### src/rtl/tempsense_sar_ctrl.sv
// Successive-approximation controller for the delay-line temperature sensors:
// MSB-first search per conversion, 2**N_AVG averaging, masked channel scan.
//
// state   | meaning
// IDLE    | waiting for i_start with a non-zero mask
// PRE     | sensor precharge, DAC at full scale
// TRANS   | precharge released, DAC at zero
// MEAS    | DAC at trial code
// EVAL    | DAC at trial code, delay line sampled
// OUT     | averaged result presented, waiting for i_ready
// GAP     | idle interval before the next continuous scan
module tempsense_sar_ctrl #(
  parameter int N_VDAC     = 6,
  parameter int N_CH       = 2,
  parameter int N_AVG      = 2,
  parameter int GAP_CYCLES = 1024,
  parameter int CH_W       = (N_CH > 1) ? $clog2(N_CH) : 1
) (
  input  logic              clk,
  input  logic              reset_n,
  input  logic              i_start,
  input  logic              i_cont,
  input  logic [N_CH-1:0]   i_ch_mask,
  input  logic [N_CH-1:0]   i_tempdelay,
  output logic [N_VDAC-1:0] o_dac_data,
  output logic [N_CH-1:0]   o_dac_en,
  output logic              o_precharge_n,
  output logic [N_VDAC-1:0] o_res,
  output logic [CH_W-1:0]   o_res_ch,
  output logic              o_valid,
  input  logic              i_ready,
  output logic              o_busy
);

  localparam int KW    = (N_VDAC > 1) ? $clog2(N_VDAC) : 1;
  localparam int ACC_W = N_VDAC + N_AVG;
  localparam int CNT_W = N_AVG + 1;
  localparam int GAP_W = (GAP_CYCLES > 1) ? $clog2(GAP_CYCLES) : 1;
  localparam logic [CNT_W-1:0]  LAST_CNT = CNT_W'((1 << N_AVG) - 1);
  localparam logic [KW-1:0]     MSB_K    = KW'(N_VDAC - 1);
  localparam logic [GAP_W-1:0]  GAP_LOAD = GAP_W'(GAP_CYCLES - 1);

  typedef enum logic [2:0] {
    S_IDLE, S_PRE, S_TRANS, S_MEAS, S_EVAL, S_OUT, S_GAP
  } state_t;

  state_t            state;
  logic [N_CH-1:0]   mask;
  logic [CH_W-1:0]   ch;
  logic [N_VDAC-1:0] code;
  logic [KW-1:0]     bit_k;
  logic [ACC_W-1:0]  acc;
  logic [CNT_W-1:0]  cnt;
  logic [GAP_W-1:0]  gap_cnt;

  logic [CH_W-1:0]   first_ch;
  logic [CH_W-1:0]   next_ch;
  logic              next_found;
  logic [N_VDAC-1:0] trial;
  logic [N_VDAC-1:0] code_upd;
  logic [ACC_W-1:0]  acc_upd;
  logic              td_sel;

  always_comb begin
    first_ch   = '0;
    next_ch    = '0;
    next_found = 1'b0;
    for (int i = N_CH - 1; i >= 0; i--) begin
      if (i_ch_mask[i]) first_ch = CH_W'(i);
      if (mask[i] && (CH_W'(i) > ch)) begin
        next_found = 1'b1;
        next_ch    = CH_W'(i);
      end
    end
  end

  // o_dac_en is one-hot on the active channel during EVAL, so it selects the delay line
  assign td_sel   = |(i_tempdelay & o_dac_en);
  assign trial    = code | (N_VDAC'(1) << bit_k);
  assign code_upd = td_sel ? trial : code;
  assign acc_upd  = acc + ACC_W'(code_upd);

  always_ff @(posedge clk or negedge reset_n) begin
    if (!reset_n) begin
      state         <= S_IDLE;
      mask          <= '0;
      ch            <= '0;
      code          <= '0;
      bit_k         <= MSB_K;
      acc           <= '0;
      cnt           <= '0;
      gap_cnt       <= '0;
      o_dac_data    <= '1;
      o_dac_en      <= '0;
      o_precharge_n <= 1'b0;
      o_res         <= '0;
      o_res_ch      <= '0;
      o_valid       <= 1'b0;
      o_busy        <= 1'b0;
    end else begin
      case (state)
        S_IDLE: begin
          if (i_start && (|i_ch_mask)) begin
            mask     <= i_ch_mask;
            ch       <= first_ch;
            code     <= '0;
            acc      <= '0;
            cnt      <= '0;
            bit_k    <= MSB_K;
            o_dac_en <= N_CH'(1) << first_ch;
            o_busy   <= 1'b1;
            state    <= S_PRE;
          end
        end
        S_PRE: begin
          o_dac_data    <= '0;
          o_precharge_n <= 1'b1;
          state         <= S_TRANS;
        end
        S_TRANS: begin
          o_dac_data <= trial;
          state      <= S_MEAS;
        end
        S_MEAS: state <= S_EVAL;
        S_EVAL: begin
          o_dac_data    <= '1;
          o_precharge_n <= 1'b0;
          if (bit_k != '0) begin
            code  <= code_upd;
            bit_k <= bit_k - 1'b1;
            state <= S_PRE;
          end else begin
            code  <= '0;
            bit_k <= MSB_K;
            acc   <= acc_upd;
            if (cnt == LAST_CNT) begin
              cnt      <= '0;
              o_res    <= N_VDAC'(acc_upd >> N_AVG);
              o_res_ch <= ch;
              o_valid  <= 1'b1;
              o_dac_en <= '0;
              state    <= S_OUT;
            end else begin
              cnt   <= cnt + 1'b1;
              state <= S_PRE;
            end
          end
        end
        S_OUT: begin
          if (i_ready) begin
            o_valid <= 1'b0;
            if (next_found) begin
              ch       <= next_ch;
              acc      <= '0;
              o_dac_en <= N_CH'(1) << next_ch;
              state    <= S_PRE;
            end else if (i_cont) begin
              gap_cnt <= GAP_LOAD;
              state   <= S_GAP;
            end else begin
              o_busy <= 1'b0;
              state  <= S_IDLE;
            end
          end
        end
        S_GAP: begin
          if (!i_cont) begin
            o_busy <= 1'b0;
            state  <= S_IDLE;
          end else if (gap_cnt != '0) begin
            gap_cnt <= gap_cnt - 1'b1;
          end else if (|i_ch_mask) begin
            mask     <= i_ch_mask;
            ch       <= first_ch;
            code     <= '0;
            acc      <= '0;
            cnt      <= '0;
            bit_k    <= MSB_K;
            o_dac_en <= N_CH'(1) << first_ch;
            state    <= S_PRE;
          end else begin
            o_busy <= 1'b0;
            state  <= S_IDLE;
          end
        end
        default: state <= S_IDLE;
      endcase
    end
  end

endmodule

### config.mk
export PLATFORM = sky130hd
export DESIGN_NAME = tempsense_sar_ctrl
export DESIGN_NICKNAME = d
export VERILOG_FILES = /design/src/rtl/tempsense_sar_ctrl.sv
export SDC_FILE = /design/constraint.sdc
export NUM_CORES = 1
export LEC_CHECK = 0
export CORE_MARGIN = 2
export CORE_UTILIZATION = 55
export CTS_BUF_LIST = sky130_fd_sc_hd__clkbuf_16
export DETAILED_ROUTE_END_ITERATION = 6
export GPL_ROUTABILITY_DRIVEN = 0
export PLACE_DENSITY = 0.76
export SLEW_MARGIN = 15
export SYNTH_ARGS = -nofsm -noshare
export SYNTH_HDL_FRONTEND = slang
export SYNTH_SLANG_ARGS = --single-unit
### constraint.sdc
create_clock -name clk -period 5.75 [get_ports clk]
set_clock_uncertainty 0.1 [all_clocks]
set_input_delay 1.15 -clock clk [delete_from_list [all_inputs] [get_ports clk]]
set_output_delay 1.15 -clock clk [all_outputs]
set_load 0.01 [all_outputs]
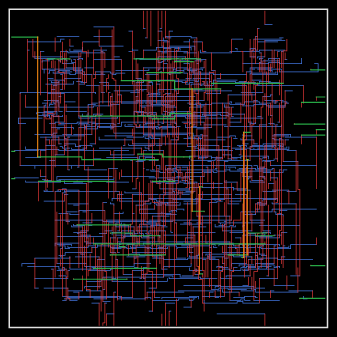
(signal wires by layer)
Drawn at 4 px/um.
Key: blue = M1 [wire length 3220 um]; green = M3 [wire length 362 um]; orange = M4 [wire length 137 um]; red = M2 [wire length 3390 um]

==> changes_impl.md <==
### Changed

- P_clk: 0.000296 W
- MI comb area: 0.001678 mm^2
- Met2 routed WL: 3385 um
- Final Setup Violations: 0
- Floorplan Nets: 362
- CP Class: primary input to register
- Hold Path Origin: gap_cnt[9]
- Flop pwr share: 40.2%
- Slew HR: 29.42%
- Met2 Resource Use GR: 38.39%
- Most common cell in the synthesized netlist: dfrtp_1
- Top cell excl fill/tap: dfrtp_1
- Adder Share, Synth: 4.664%
- Dpl cells: 428
- Vias in the first global route: 2451
- Tool warning count: 28
- Gr busiest metal: met2
- Chip Width: 79.22 um
- Critical path startpoint category: primary input
- Grt ovf: 0
- FILL cells: 441
- Area of the core: 0.005473 mm^2
- Bufs w/o clock: 29
- Status: finished clean
- CTS tree: built
- # Max-Cap Violations: 0
- Compound-Gate Fraction of Synth Area: 20.79%
- Final setup margin: 1.992 ns
- Leading power group: combinational cells
- H-Tree Depth: 2
- Yosys top cell by area: dfrtp_1
- Die height: 79.22 um
- Number of logic gates: 264
- Antenna viol nets, final: 0
- Sequential cell area fraction in the yosys report: 42.94%
- Power Density: 443.9 mW/mm^2
- Synth Area in Simple Gates: 21.95%
- Final Cycle Share: 65.35%
- Cell area leaders: dfrtp_1, o21ai_0, dfstp_2, nand2_1, ha_1
- Ys Warns: 0
- Sequential cell area share: 37.51%
- Post-CTS setup buffers: 0
- Post-Place Worst Slack: 1.752 ns
- Registers with the most flip-flops: gap_cnt (10), acc (8)
- Share of layout cells above drive strength 1: 9.615%
- Reg2reg start: state[2]
- WL met1: 3224 um
- Unique cell types: 54
- Vias per cell: 5.995
- Flops after synth: 53
- Final Max Slew Viols: 0
- CP peak stage delay: 0.85 ns
- Input/output buffers: 26
- Top reg by flops: gap_cnt
- Hold path depth: 1
- Ys async rst share: 100.0%
- Largest register FFs: 10
- CTS Hold Bufs: 0
- Final non-clock buffer share: 7.798%
- CP max-delay cell: or4b_1
- Reg2reg setup slack: 2.38 ns
- Final hold slack: 0.3803 ns
- Gate Count Post-Synth: 342
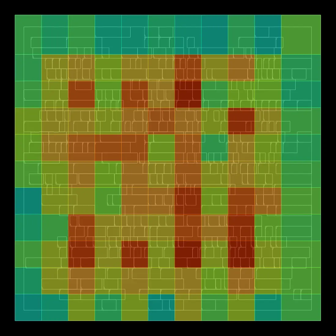
(track usage over the die)
routed len/inst: 16.31 um
met1 Use GR: 34.02%
GR Util All Layers: 24.31%
met3 Usage GRT: 4.659%
fin util: 65.09%

Power figures rest on the tool's default switching activity, not on a simulated workload.
